### src/rtl/multi_alarm_clock.sv
// 24-hour binary clock with NUM_ALARMS alarm channels, a ring auto-silence timeout and
// an optional snooze feature compiled in when ALARM_SNOOZE_EN is defined.
module multi_alarm_clock #(
  parameter int NUM_ALARMS   = 4,
  parameter int TICK_DIV     = 50000000,
  parameter int SNOOZE_SEC   = 300,
  parameter int RING_MAX_SEC = 60,
  localparam int IDX_W       = (NUM_ALARMS > 1) ? $clog2(NUM_ALARMS) : 1
) (
  input  logic                  CLK,
  input  logic                  reset,
  input  logic                  run_clock,
  input  logic                  load_time,
  input  logic [7:0]            hrs_in,
  input  logic [7:0]            min_in,
  input  logic                  alarm_wr,
  input  logic [IDX_W-1:0]      alarm_idx,
  input  logic [7:0]            alarm_hrs,
  input  logic [7:0]            alarm_min,
  input  logic                  alarm_on,
  input  logic                  alarm_ack,
  input  logic                  snooze,
  output logic [7:0]            sec,
  output logic [7:0]            min,
  output logic [7:0]            hrs,
  output logic                  tick,
  output logic [NUM_ALARMS-1:0] alrm_vec,
  output logic                  alrm,
  output logic                  snoozing
);

  localparam int PW = $clog2(TICK_DIV);
  localparam logic [PW-1:0] PRESC_LAST = PW'(TICK_DIV - 1);
  localparam logic [7:0]    RING_LAST  = 8'(RING_MAX_SEC - 1);

  function automatic logic time_ok(input logic [7:0] h, input logic [7:0] m);
    return (h <= 8'd23) && (m <= 8'd59);
  endfunction

  logic [PW-1:0]         presc_q, presc_d;
  logic [7:0]            sec_q, sec_d, min_q, min_d, hrs_q, hrs_d;
  logic                  tick_q, tick_d;
  logic [7:0]            al_hrs_q [NUM_ALARMS];
  logic [7:0]            al_hrs_d [NUM_ALARMS];
  logic [7:0]            al_min_q [NUM_ALARMS];
  logic [7:0]            al_min_d [NUM_ALARMS];
  logic [NUM_ALARMS-1:0] al_on_q, al_on_d;
  logic [NUM_ALARMS-1:0] ring_q, ring_d;
  logic [7:0]            ring_cnt_q, ring_cnt_d;
  logic                  alrm_q, alrm_d;
  logic [NUM_ALARMS-1:0] match_s, wr_sel_s;
  logic                  load_ok_s, wrap_s, wr_ok_s;

`ifdef ALARM_SNOOZE_EN
  localparam logic [15:0] SNZ_LAST = 16'(SNOOZE_SEC - 1);
  logic                  snz_q, snz_d;
  logic [15:0]           snz_cnt_q, snz_cnt_d;
  logic [NUM_ALARMS-1:0] saved_q, saved_d;
`else
  logic unused_snooze_s;
  assign unused_snooze_s = snooze;
`endif

  // Prescaler and time-of-day counters; a valid load wins over a same-cycle wrap.
  always_comb begin
    presc_d   = presc_q;
    sec_d     = sec_q;
    min_d     = min_q;
    hrs_d     = hrs_q;
    tick_d    = 1'b0;
    load_ok_s = load_time && time_ok(hrs_in, min_in);
    wrap_s    = run_clock && (presc_q == PRESC_LAST);
    if (load_ok_s) begin
      presc_d = {PW{1'b0}};
      sec_d   = 8'd0;
      min_d   = min_in;
      hrs_d   = hrs_in;
    end else if (wrap_s) begin
      presc_d = {PW{1'b0}};
      tick_d  = 1'b1;
      if (sec_q == 8'd59) begin
        sec_d = 8'd0;
        if (min_q == 8'd59) begin
          min_d = 8'd0;
          if (hrs_q == 8'd23) begin
            hrs_d = 8'd0;
          end else begin
            hrs_d = hrs_q + 8'd1;
          end
        end else begin
          min_d = min_q + 8'd1;
        end
      end else begin
        sec_d = sec_q + 8'd1;
      end
    end else if (run_clock) begin
      presc_d = presc_q + PW'(1);
    end else begin
      presc_d = presc_q;
    end
  end

  // Alarm channel configuration writes; the index is decoded so it never overruns the array.
  always_comb begin
    al_hrs_d = al_hrs_q;
    al_min_d = al_min_q;
    al_on_d  = al_on_q;
    wr_sel_s = {NUM_ALARMS{1'b0}};
    for (int c = 0; c < NUM_ALARMS; c++) begin
      if (alarm_idx == IDX_W'(c)) begin
        wr_sel_s[c] = 1'b1;
      end else begin
        wr_sel_s[c] = 1'b0;
      end
    end
    wr_ok_s = alarm_wr && time_ok(alarm_hrs, alarm_min) && (|wr_sel_s);
    for (int c = 0; c < NUM_ALARMS; c++) begin
      if (wr_ok_s && wr_sel_s[c]) begin
        al_hrs_d[c] = alarm_hrs;
        al_min_d[c] = alarm_min;
        al_on_d[c]  = alarm_on;
      end else begin
        al_hrs_d[c] = al_hrs_q[c];
        al_min_d[c] = al_min_q[c];
        al_on_d[c]  = al_on_q[c];
      end
    end
  end

  // A channel matches during the tick cycle that shows its hh:mm:00.
  always_comb begin
    match_s = {NUM_ALARMS{1'b0}};
    for (int c = 0; c < NUM_ALARMS; c++) begin
      match_s[c] = tick_q && al_on_q[c] && (sec_q == 8'd0) &&
                   (hrs_q == al_hrs_q[c]) && (min_q == al_min_q[c]);
    end
  end

  // Ring vector, auto-silence timer and snooze; later steps override earlier ones.
  always_comb begin
    ring_d     = ring_q;
    ring_cnt_d = ring_cnt_q;
`ifdef ALARM_SNOOZE_EN
    snz_d      = snz_q;
    snz_cnt_d  = snz_cnt_q;
    saved_d    = saved_q;
`endif
    if (tick_q && (|ring_q)) begin
      if (ring_cnt_q == RING_LAST) begin
        ring_d     = {NUM_ALARMS{1'b0}};
        ring_cnt_d = 8'd0;
      end else begin
        ring_cnt_d = ring_cnt_q + 8'd1;
      end
    end else begin
      ring_cnt_d = ring_cnt_q;
    end
    // A match joining an active ring keeps the running timeout.
    if (|match_s) begin
      if (|ring_d) begin
        ring_cnt_d = ring_cnt_d;
      end else begin
        ring_cnt_d = 8'd0;
      end
      ring_d = ring_d | match_s;
    end else begin
      ring_d = ring_d;
    end
`ifdef ALARM_SNOOZE_EN
    if (tick_q && snz_q) begin
      if (snz_cnt_q == SNZ_LAST) begin
        ring_d     = ring_d | saved_q;
        saved_d    = {NUM_ALARMS{1'b0}};
        snz_d      = 1'b0;
        snz_cnt_d  = 16'd0;
        ring_cnt_d = 8'd0;
      end else begin
        snz_cnt_d = snz_cnt_q + 16'd1;
      end
    end else begin
      snz_cnt_d = snz_cnt_q;
    end
`endif
    if (wr_ok_s) begin
      ring_d = ring_d & ~wr_sel_s;
    end else begin
      ring_d = ring_d;
    end
`ifdef ALARM_SNOOZE_EN
    if (snooze && !alarm_ack && (|ring_q)) begin
      saved_d    = saved_d | ring_d;
      ring_d     = {NUM_ALARMS{1'b0}};
      snz_d      = 1'b1;
      snz_cnt_d  = 16'd0;
      ring_cnt_d = 8'd0;
    end else begin
      saved_d = saved_d;
    end
`endif
    if (alarm_ack) begin
      ring_d     = {NUM_ALARMS{1'b0}};
      ring_cnt_d = 8'd0;
`ifdef ALARM_SNOOZE_EN
      snz_d      = 1'b0;
      snz_cnt_d  = 16'd0;
      saved_d    = {NUM_ALARMS{1'b0}};
`endif
    end else begin
      ring_d = ring_d;
    end
    alrm_d = |ring_d;
  end

  // State registers with synchronous reset.
  always_ff @(posedge CLK) begin
    if (reset) begin
      presc_q    <= {PW{1'b0}};
      sec_q      <= 8'd0;
      min_q      <= 8'd0;
      hrs_q      <= 8'd0;
      tick_q     <= 1'b0;
      for (int c = 0; c < NUM_ALARMS; c++) begin
        al_hrs_q[c] <= 8'd0;
        al_min_q[c] <= 8'd0;
      end
      al_on_q    <= {NUM_ALARMS{1'b0}};
      ring_q     <= {NUM_ALARMS{1'b0}};
      ring_cnt_q <= 8'd0;
      alrm_q     <= 1'b0;
`ifdef ALARM_SNOOZE_EN
      snz_q      <= 1'b0;
      snz_cnt_q  <= 16'd0;
      saved_q    <= {NUM_ALARMS{1'b0}};
`endif
    end else begin
      presc_q    <= presc_d;
      sec_q      <= sec_d;
      min_q      <= min_d;
      hrs_q      <= hrs_d;
      tick_q     <= tick_d;
      al_hrs_q   <= al_hrs_d;
      al_min_q   <= al_min_d;
      al_on_q    <= al_on_d;
      ring_q     <= ring_d;
      ring_cnt_q <= ring_cnt_d;
      alrm_q     <= alrm_d;
`ifdef ALARM_SNOOZE_EN
      snz_q      <= snz_d;
      snz_cnt_q  <= snz_cnt_d;
      saved_q    <= saved_d;
`endif
    end
  end

  assign sec      = sec_q;
  assign min      = min_q;
  assign hrs      = hrs_q;
  assign tick     = tick_q;
  assign alrm_vec = ring_q;
  assign alrm     = alrm_q;
`ifdef ALARM_SNOOZE_EN
  assign snoozing = snz_q;
`else
  assign snoozing = 1'b0;
`endif

endmodule

### config.mk
export PLATFORM = sky130hd
export DESIGN_NAME = multi_alarm_clock
export DESIGN_NICKNAME = d
export VERILOG_FILES = /design/src/rtl/multi_alarm_clock.sv
export SDC_FILE = /design/constraint.sdc
export NUM_CORES = 1
export LEC_CHECK = 0
export ABC_CLOCK_PERIOD_IN_PS = 6200
export CAP_MARGIN = 20
export CORE_MARGIN = 3
export CORE_UTILIZATION = 34
export DETAILED_ROUTE_END_ITERATION = 10
export PLACE_DENSITY = 0.58
export SYNTH_ARGS = -nofsm -noshare
export SYNTH_HDL_FRONTEND = slang
export SYNTH_SLANG_ARGS = --single-unit
### constraint.sdc
create_clock -name CLK -period 6.2 [get_ports CLK]
set_input_delay 1.24 -clock CLK [delete_from_list [all_inputs] [get_ports CLK]]
set_output_delay 1.24 -clock CLK [all_outputs]
set_load 0.05 [all_outputs]
Figure 1. The clock network.
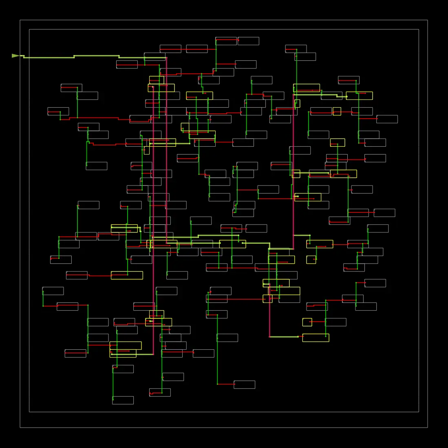
clock buffer count: 21
Clk. pwr: 1.04 mW
Flops: 132
clk latency late pin: 420 ps

Figure 2. M2 wires.
Cells faint in the background.
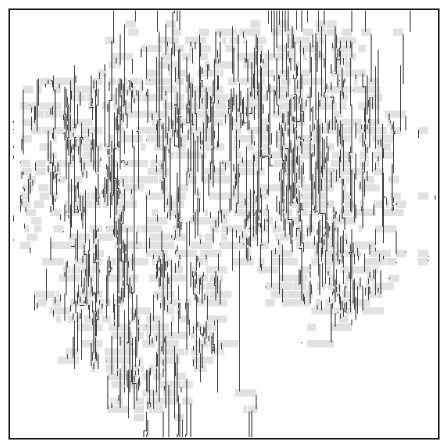
share of all routed wire = 43%
wire length on this layer = 6800 µm
main direction = vertical
longest straight run = 48.3 µm
via count: 5029
Post-Route WL: 15800 µm
GRT met2 Usage: 24.4%

Figure 3. The metal 4 layer.
Bar = 50 µm. Cells faint in the background.
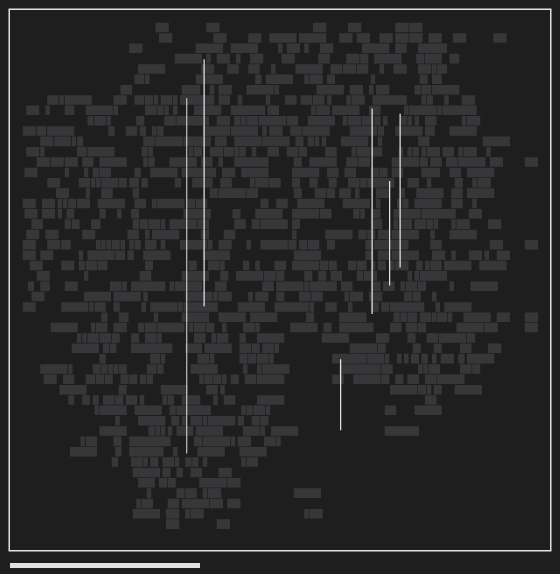
share of all routed wire = 1.9%
main direction = vertical

==> results_dict.tcl <==
# implementation run metrics
set metrics [dict create \
    status "complete, no violations" \
    grt_pass1_wl_um 26300 \
    p_leak_nw 2.57 \
    crit_top_cell "or4_1" \
    dpl.cell_count 969 \
    yosysSeqAreaShare_pct 42.0 \
    gp_congestion 0.780 \
    flop_cell "dfxtp_1" \
    irDropWorstVdd_uv 222 \
    most-common-layout-cells "dfxtp_1, nor2_1, xnor2_1" \
    area_growth_pct 22.3 \
    critPathTopFamily "simple AND/OR/NAND/NOR gates" \
    overflow 0 \
    crit_fanout 24 \
    ant_nets 0 \
    cp_slowest_stage_delay_ps 920 \
    hold_buffers 0 \
    hold_viol_final 0 \
    htreeDepth 4 \
    antennaDiodeCount 0 \
    drc 0 \
    p_per_area_mw_per_mm2 256 \
    pg_comb_mw 0.0718 \
    design_area_mm2 0.00769 \
    dp_hpwl_um 11100 \
    via_per_inst 5.02 \
    wire_per_inst_um 15.8 \
    post-place-ws_ps 1920 \
    r2r-start "presc_q[0]" \
    r2r_cells 6 \
    yosys.cell_types.count 56 \
    hold_end "al_on_q[1]" \
    nets 807 \
    worstPathRequired_ps 6520 \
    synthesis.area_mm2 0.00629 \
    rows 49 \
    fin_setup_tns_ps 0 \
    placed_area_mm2 0.00707 \
    start_kind "input port" \
    lay_top_count "dfxtp_1" \
    syn_nets 756 \
    fin_cells 1001 \
    clock_skew_ps 9.47 \
    dr_wl_met3_um 786 \
    power_frac_comb_pct 3.6 \
    startpoint "run_clock" \
    utilization_pct 42.5 \
    grt_usage_pct 16.5 \
    synth-seq-cells 132 \
    yosysWarnings 0 \
    antenna_found_initial 0 \
    grt_max_degree 78 \
    crit_cells 6 \
    die_height_um 142 \
    cts_setup_buffers 0 \
    slew_viol_final 0 \
    pwr-share-clk_pct 52.9 \
    dr.pass1.iters 5 \
    hp-class "register to register" \
    avgSynthCellArea_um2 8.88 \
    cts_resized 0 \
]
## layout make-up
type | instances | area, µm²
clock buffer | 21 | 470
clock inverter | 11 | 149
fill | 1797 | 10400
inverter | 7 | 26.3
multi-input combinational | 526 | 3380
sequential | 132 | 2640
tap | 229 | 287
timing repair buffer | 75 | 733
## synth_stat cells (2+ instances only)
master | number | area (µm²)
dfxtp_1 | 132 | 2640
nor2_1 | 105 | 394
xnor2_1 | 76 | 666
nand2_1 | 59 | 221
mux2i_1 | 39 | 390
nand4_1 | 32 | 200
xor2_1 | 31 | 272
clkbuf_1 | 27 | 101
and2_1 | 22 | 138
nor4_1 | 22 | 138
nand3_1 | 20 | 100
a21oi_1 | 19 | 95.1
nor3_1 | 13 | 65.1
o21ai_0 | 10 | 50.1
and3_1 | 9 | 56.3
clkbuf_8 | 7 | 96.3
inv_1 | 7 | 26.3
and4_1 | 6 | 52.6
ha_1 | 6 | 75.1
or4_1 | 6 | 45.0
a311oi_1 | 5 | 43.8
buf_2 | 5 | 25.0
or2_2 | 4 | 25.0
or3_1 | 4 | 25.0
a211oi_1 | 3 | 22.5
nand2b_1 | 3 | 18.8
nor3b_1 | 3 | 22.5
a211o_1 | 2 | 17.5
a41oi_1 | 2 | 17.5
buf_4 | 2 | 15.0
nand4b_1 | 2 | 17.5
## cell families after synthesis
logic type               after synthesis  synth area share (%)
AND-OR/OR-AND                         50                  5.06
XOR/XNOR                             107                  14.9
adder cells (fa/ha/maj)                6                  1.19
buffers and inverters                 50                  4.52
flip-flops                           132                  42.0
multiplexers                          39                  6.21
other                                  1                0.0596
AND/OR/NAND/NOR                      323                  26.0
## per-layer routing
layer / vias up / track usage (%)
met1: 2358 / 23.2
met2: 120 / 24.4
met4: 0 / 5.96
met5: - / 0
li1: 2533 / -
met3: 18 / 4.50
Power figures rest on the tool's default switching activity, not on a simulated workload.
